==> config.mk <==
export PLATFORM = sky130hd
export DESIGN_NAME = adsr_envelope_flat
export DESIGN_NICKNAME = d
export VERILOG_FILES = /design/src/rtl/synth_pkg.sv /design/src/rtl/adsr_envelope_if.sv /design/src/rtl/adsr_envelope_tick_gen.sv /design/src/rtl/adsr_envelope.sv /design/src/flat_wrapper.sv
export SDC_FILE = /design/constraint.sdc
export NUM_CORES = 1
export LEC_CHECK = 0
export CAP_MARGIN = 20
export CORE_UTILIZATION = 59
export CTS_CLUSTER_DIAMETER = 100
export CTS_CLUSTER_SIZE = 10
export DETAILED_ROUTE_END_ITERATION = 6
export PLACE_DENSITY = 0.83
export REMOVE_ABC_BUFFERS = 1
export SYNTH_ARGS = -nofsm -noshare
export SYNTH_HDL_FRONTEND = slang
export SYNTH_HIERARCHICAL = 1
export SYNTH_SLANG_ARGS = --single-unit
==> constraint.sdc <==
create_clock -name clk -period 10.4 [get_ports clk]
set_input_delay 1.56 -clock clk [delete_from_list [all_inputs] [get_ports clk]]
set_output_delay 1.56 -clock clk [all_outputs]
set_load 0.01 [all_outputs]
run_1/ff_map.png
(4 px per um)
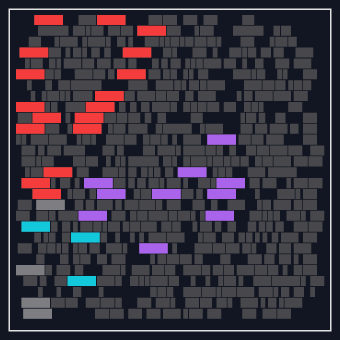
legend:
  purple:
    signal: u_core/bus.level
    placed_flops: 10
    where: centre
  cyan:
    signal: u_core/bus.state
    placed_flops: 3
  red:
    signal: u_core/u_tick/cnt
    placed_flops: 17
sequential logic power: 134 uW
final core utilization: 73.26%

run_1/m3.png
(6 px per um)
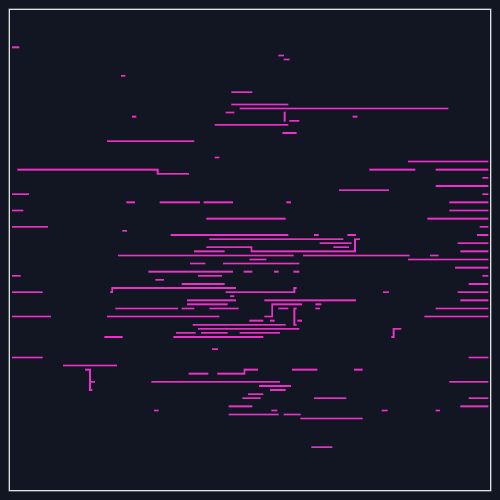
wire length on this layer: 765 um
main direction: horizontal
nets with wire on the layer: 94
share of all routed wire: 7.5%
met3 Use GR: 6.743%
Vias: 3713
final WL: 10.16 mm

run_1/clock_nets.png
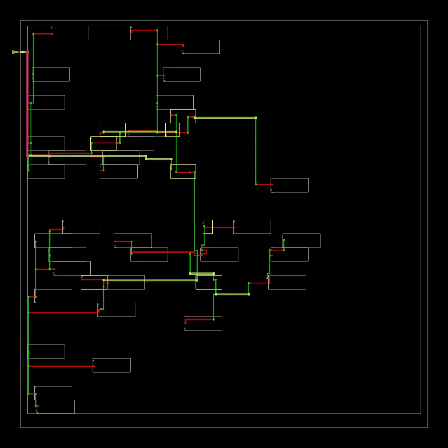
Final Skew: 7.391 ps
clock buf count: 6
CTS sink count: 34
clk_lat worst skew: 290 ps

run_1/route_heat.png
(4 px per um) 16 x 16 tiles, from black (low) to pale yellow (high), scaled to the fullest tile. Values are wire area over tile area, all layers added.
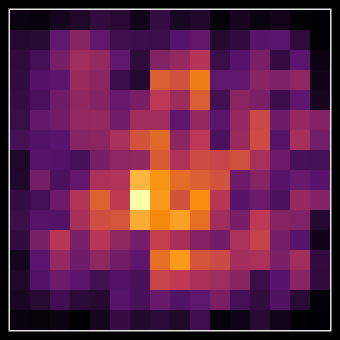
nearly empty tiles: 4.3%
tiles over half the peak: 16%
mean over tiles: 0.27
densest ninth of the die: centre
fullest tile: 0.88
gr usage total: 32.83%
DR WL/cell: 17.58 um

==> flow_summary.json, run 1 <==
{
  "cp.arrival_ps": 5730,
  "post_cts_buffers": 0,
  "powerDensity_nw_per_um2": 72.28,
  "post-dp-hpwl_mm": 8.117,
  "grt_pass1_vias": 3613,
  "warning_count": 25,
  "port_buffers": 57,
  "final_max_slew_viol_count": 0,
  "vdd_drop_max_v": 0.00009516,
  "busiest_layer": "met2",
  "largest_reg_flops": 17,
  "netlist_logic_family_top": "simple AND/OR/NAND/NOR gates",
  "layout_top_cells": "clkdlybuf4s50_1, ha_1, inv_1, nor2_1, dfxtp_1",
  "hold_viol": 0,
  "grt_pass1_wl_mm": 16.28,
  "required_ps": 10570,
  "viasPerCell": 6.424,
  "ff_type": "dfxtp_1",
  "worst_slew_pin_slew_ps": 739.3,
  "grt-ovfl-total": 0,
  "wl_met2_mm": 4.838,
  "period_needed_ps": 5552,
  "first_iter_violations": 232,
  "cts_tree": "yes",
  "max_freq_mhz": 180.1,
  "nets": 589,
  "use_met1_pct": 38.23,
  "area_growth_pct": 20.11,
  "drive_gt1_share_pct": 8.946,
  "die_h_um": 80,
  "synth_warnings": 6,
  "hold_buffers": 0,
  "synth-adder-area-share_pct": 15.96,
  "ys_sh_mux_pct": 2.684,
  "yosys.area_share.simple_pct": 25.76,
  "worstSetupStartpointType": "primary input",
  "rsz0062_at_grt": "no",
  "status": "finished clean",
  "antenna_cells": 0,
  "leakage_nw": 1.758,
  "avgSynthCellArea_sq_um": 8.085,
  "ys_sh_aoi_pct": 22.55,
  "numCtsBuffers": 5,
  "fp_util_pct": 60.99,
  "synthTopCellsByArea": "dfxtp_1, ha_1, xnor2_1"
}
-- run 1: through the flow --
step	power (mW)	hold slack (ps)	instances	setup WS, ps	cell area, sq um
floorplan	0.1775	440.8	437	5573	3545
global placement	0.2086	464.6	570	4863	4217
detailed placement	0.2103	476.3	570	4682	4217
finish	0.3117	492.6	578	4848	4312
global route	0.3267	518.3	578	4766	4312
CTS	0.3120	492.2	578	4994	4312
-- run 1: critical path, stage by stage --
cell	delay [ps]
clkdlybuf4s50_1	490
ha_1	170
inv_1	50
fa_1	410
a211oi_1	240
nor2_1	110
o311a_1	350
o22ai_2	150
xnor2_1	110
ha_1	320
o21a_1	130
o21a_1	130
o22ai_1	90
a211o_1	290
nor4_1	600
a221oi_1	180
a221oi_1	330
-- run 1: where the power goes --
part	switching [mW]	leakage, nW	total (mW)	internal, mW
combinational	0.0379	1.44	0.0750	0.0371
sequential	0.00237	0.275	0.134	0.132
clock	0.0492	0.0472	0.102	0.0532
-- run 1: cell families after synthesis --
group,Yosys count
buf+inv,48
compound gates,112
simple gates,162
mux,9
flops,34
fa+ha+maj,44
xor+xnor,35
-- run 1: area by class of cell --
class,instances,area (sq um)
clock inverter,2,12.51
fill,486,1574
multi-input combinational,362,2710
clock buffer,6,82.58
sequential,34,680.7
inverter,41,153.9
timing repair buffer,58,578.1
tap,75,93.84
-- run 1: Yosys cell counts (all sizes together), types with 6 or more instances --
library cell   n
inv           40
nor2          44
ha            41
a21oi         21
nor4          15
nand3         12
nand2b         8
a211oi         8
o21a           6
nand2         28
nor3          13
a221oi         9
nor2b         10
a21o           7
o21ai         24
dfxtp         34
xor2          12
nand4         12
xnor2         23
run_1/sizing.png
(6 px per um)
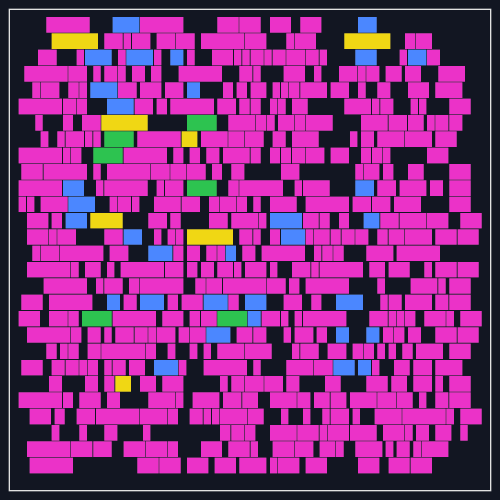

==> run 2: changes to the inputs <==
--- a/config.mk
+++ b/config.mk
@@ -6,11 +6,11 @@
 export NUM_CORES = 1
 export LEC_CHECK = 0
 export CAP_MARGIN = 20
-export CORE_UTILIZATION = 59
+export CORE_UTILIZATION = 55
 export CTS_CLUSTER_DIAMETER = 100
 export CTS_CLUSTER_SIZE = 10
 export DETAILED_ROUTE_END_ITERATION = 6
-export PLACE_DENSITY = 0.83
+export PLACE_DENSITY = 0.78
 export REMOVE_ABC_BUFFERS = 1
 export SYNTH_ARGS = -nofsm -noshare
 export SYNTH_HDL_FRONTEND = slang
==> constraint.sdc (replaced) <==
create_clock -name clk -period 5.3 [get_ports clk]
set_input_delay 0.795 -clock clk [delete_from_list [all_inputs] [get_ports clk]]
set_output_delay 0.795 -clock clk [all_outputs]
set_load 0.01 [all_outputs]
run_2/sizing.png
(6 px per um)
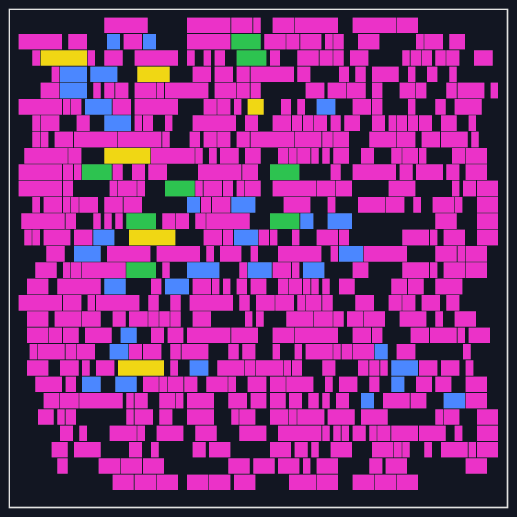
legend:
  yellow:
    size: x3 and x4
    cells: 6
  magenta:
    size: x1 and smaller
    cells: 458
  green:
    size: x6 and larger
    cells: 8
  blue:
    size: x2
    cells: 31
area delta synth->final: 20.60%
setup ws final: 667.3 ps

==> run 2 against run 1 <==
Worst hold slack worse by 6.8 ps. Clock power up 120%. Count of clock-buffer cells in the layout up 2. Sequential power up 96%. Worst setup slack worse by 4200 ps.
==> flow_summary.json, run 2 <==
{
  "status": "finished clean",
  "hold_buffers": 0,
  "track_usage_pct": 30.56,
  "first_pass_iters": 5,
  "end_kind": "register",
  "cp_max_fo": 6,
  "ys_ff": 34,
  "wirelength_mm": 10.25,
  "vias": 3613,
  "ctsResizeCount": 0,
  "layout_top_cells": "clkdlybuf4s50_1, ha_1, inv_1, nor2_1, dfxtp_1",
  "place_congestion": 0.9474,
  "finalSetupTns_ps": 0,
  "syn_area_sq_um": 3590,
  "viasPerCell": 6.229,
  "grt_pass1_wl_mm": 15.61,
  "crit_type": "in -> reg",
  "synthTopCellsByCount": "ha_1, inv_1, nor2_1",
  "cts-root-buf": "clkbuf_8",
  "fin_worst_skew_ps": 10.37,
  "antenna_cells": 0,
  "cts_tree": "yes",
  "crit_chain": "clkdlybuf4s50_1 > ha_1 > inv_1 > fa_1 > a211oi_1 > nor2_1 > o311a_1 > o22ai_2 > xnor2_1 > ha_1 > o21a_1 > o21a_1 > o22ai_1 > a211o_1 > nor2_2 > mux2_2 > a211oi_1 > a211oi_1",
  "core_sq_um": 6314,
  "largest_reg_flops": 17,
  "avgSynthCellArea_sq_um": 8.085,
  "wl_per_cell_um": 17.67,
  "post-dp-hpwl_mm": 8.161,
  "finalSetupViolCount": 0,
  "drive_gt1_share_pct": 8.946,
  "reg2reg_depth": 18,
  "nets": 589,
  "ctsLongestPathBuffers": 2,
  "ant_nets": 0,
  "first_iter_violations": 265,
  "ff_type": "dfxtp_1",
  "ys_async_sr_fraction_pct": 0,
  "drcViolationCount": 0,
  "warning_count": 25,
  "die_h_um": 82.79,
  "slowest_stage": "clkdlybuf4s50_1",
  "synth_warnings": 6,
  "max_freq_mhz": 215.9,
  "final_max_slew_viol_count": 0,
  "hp-class": "reg -> reg",
  "required_ps": 5440,
  "powerDensity_nw_per_um2": 147.2,
  "cts_sinks": 34,
  "critical_path.most_common_cell": "a211oi_1",
  "hold_depth": 1,
  "leakage_nw": 1.768,
  "post_cts_buffers": 0,
  "slew_headroom_pct": 45.52,
  "worst_slew_pin_slew_ps": 814.6,
  "grt-ovfl-total": 0,
  "yosysUniqueCellTypes": 74,
  "hold_viol": 0,
  "vdd_drop_max_v": 0.0002158,
  "grt_start_max_net_pins": 19,
  "ys_cells": 444,
  "final_cell_area_sq_um": 4329,
  "port_buffers": 57,
  "rrSetupSlack_ps": 1140,
  "cpPeakStageDelay_ps": 490,
  "period_needed_ps": 4633,
  "numCtsBuffers": 5,
  "grt_pass1_vias": 3263,
  "fp_util_pct": 56.86,
  "synthTopCellsByArea": "dfxtp_1, ha_1, xnor2_1",
  "rsz0062_at_grt": "no",
  "worstSetupStartpointType": "primary input",
  "yosysMostFrequentCell": "ha_1",
  "postSynthSeqShare_pct": 18.96,
  "final.period_utilization_pct": 87.41,
  "clock_latency_ps": 290,
  "syn_inst": 444,
  "die_area_sq_um": 6854,
  "post_dp_cell_area_sq_um": 4219,
  "cp.arrival_ps": 4770
}
run_2/ff_map.png
(4 px per um)
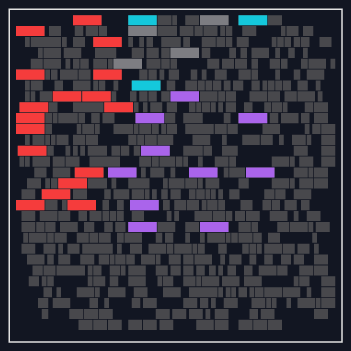
legend:
  red:
    signal: u_core/u_tick/cnt
    placed_flops: 17
  purple:
    signal: u_core/bus.level
    placed_flops: 10
    where: centre
  cyan:
    signal: u_core/bus.state
    placed_flops: 3
not coloured: 4
sequential logic power: 263 uW
register area: 680.7 sq um
final core utilization: 68.57%
Seq area share: 15.72%

run 2: cell counts after synthesis:
Identical to the previous run, type by type.
run 2: report_power, final:
part / switching (mW) / internal, mW / total, mW
logic: 0.0746 / 0.0729 / 0.148
registers: 0.00439 / 0.259 / 0.263
clock network: 0.0954 / 0.131 / 0.227
total: 0.174 / 0.463 / 0.637
run 2: metal layers:
metal  vias up  track usage (%)  wire length [um]
li1       1757                -                 -
met1      1696            38.16              4502
met2       138            53.03              4902
met3        22            5.355               591
met4         0            9.655               249
met5         -                0                 0
run 2: kinds of logic (layout without fill, tap and decap cells):
group                    after synthesis  in the layout  synth area share, %
AND-OR/OR-AND                        112            112                22.55
flip-flops                            34             34                18.96
AND/OR/NAND/NOR                      162            162                25.76
XOR/XNOR                              35             35                8.539
adder cells (fa/ha/maj)               44             44                15.96
multiplexers                           9              9                2.684
buffers and inverters                 48            107                5.542
run 2: final cells by class:
| cell class | count | area [sq um] |
|---|---|---|
| clock buffer | 8 | 110.1 |
| fill | 559 | 1984 |
| multi-input combinational | 362 | 2710 |
| tap | 77 | 96.34 |
| inverter | 41 | 153.9 |
| timing repair buffer | 58 | 578.1 |
| sequential | 34 | 680.7 |
run 2: through the flow:
stage               utilization [%]  power (mW)  setup WS, ps  std cells  hold slack (ps)
finish                        68.57      0.6373         667.3        580            485.7
detailed placement            66.83      0.4130         388.1        572            467.9
floorplan                         -      0.3482          1238        437            440.8
global route                  68.57      0.6699         518.1        580            497.1
CTS                           68.57      0.6384         696.6        580            484.3
global placement              66.83      0.4115         501.3        572            459.0
run 2: critical path: cells and delay by family:
family,cells,cell delay (ps)
and+or+nand+nor,2,420
muxes,1,380
xor gates and xnor gates,1,110
AOI/OAI and AO/OA,9,1630
adders and majority gates,3,890
buffers and inverters,2,540
No activity file was given, so power comes from the tool's default toggle rates.
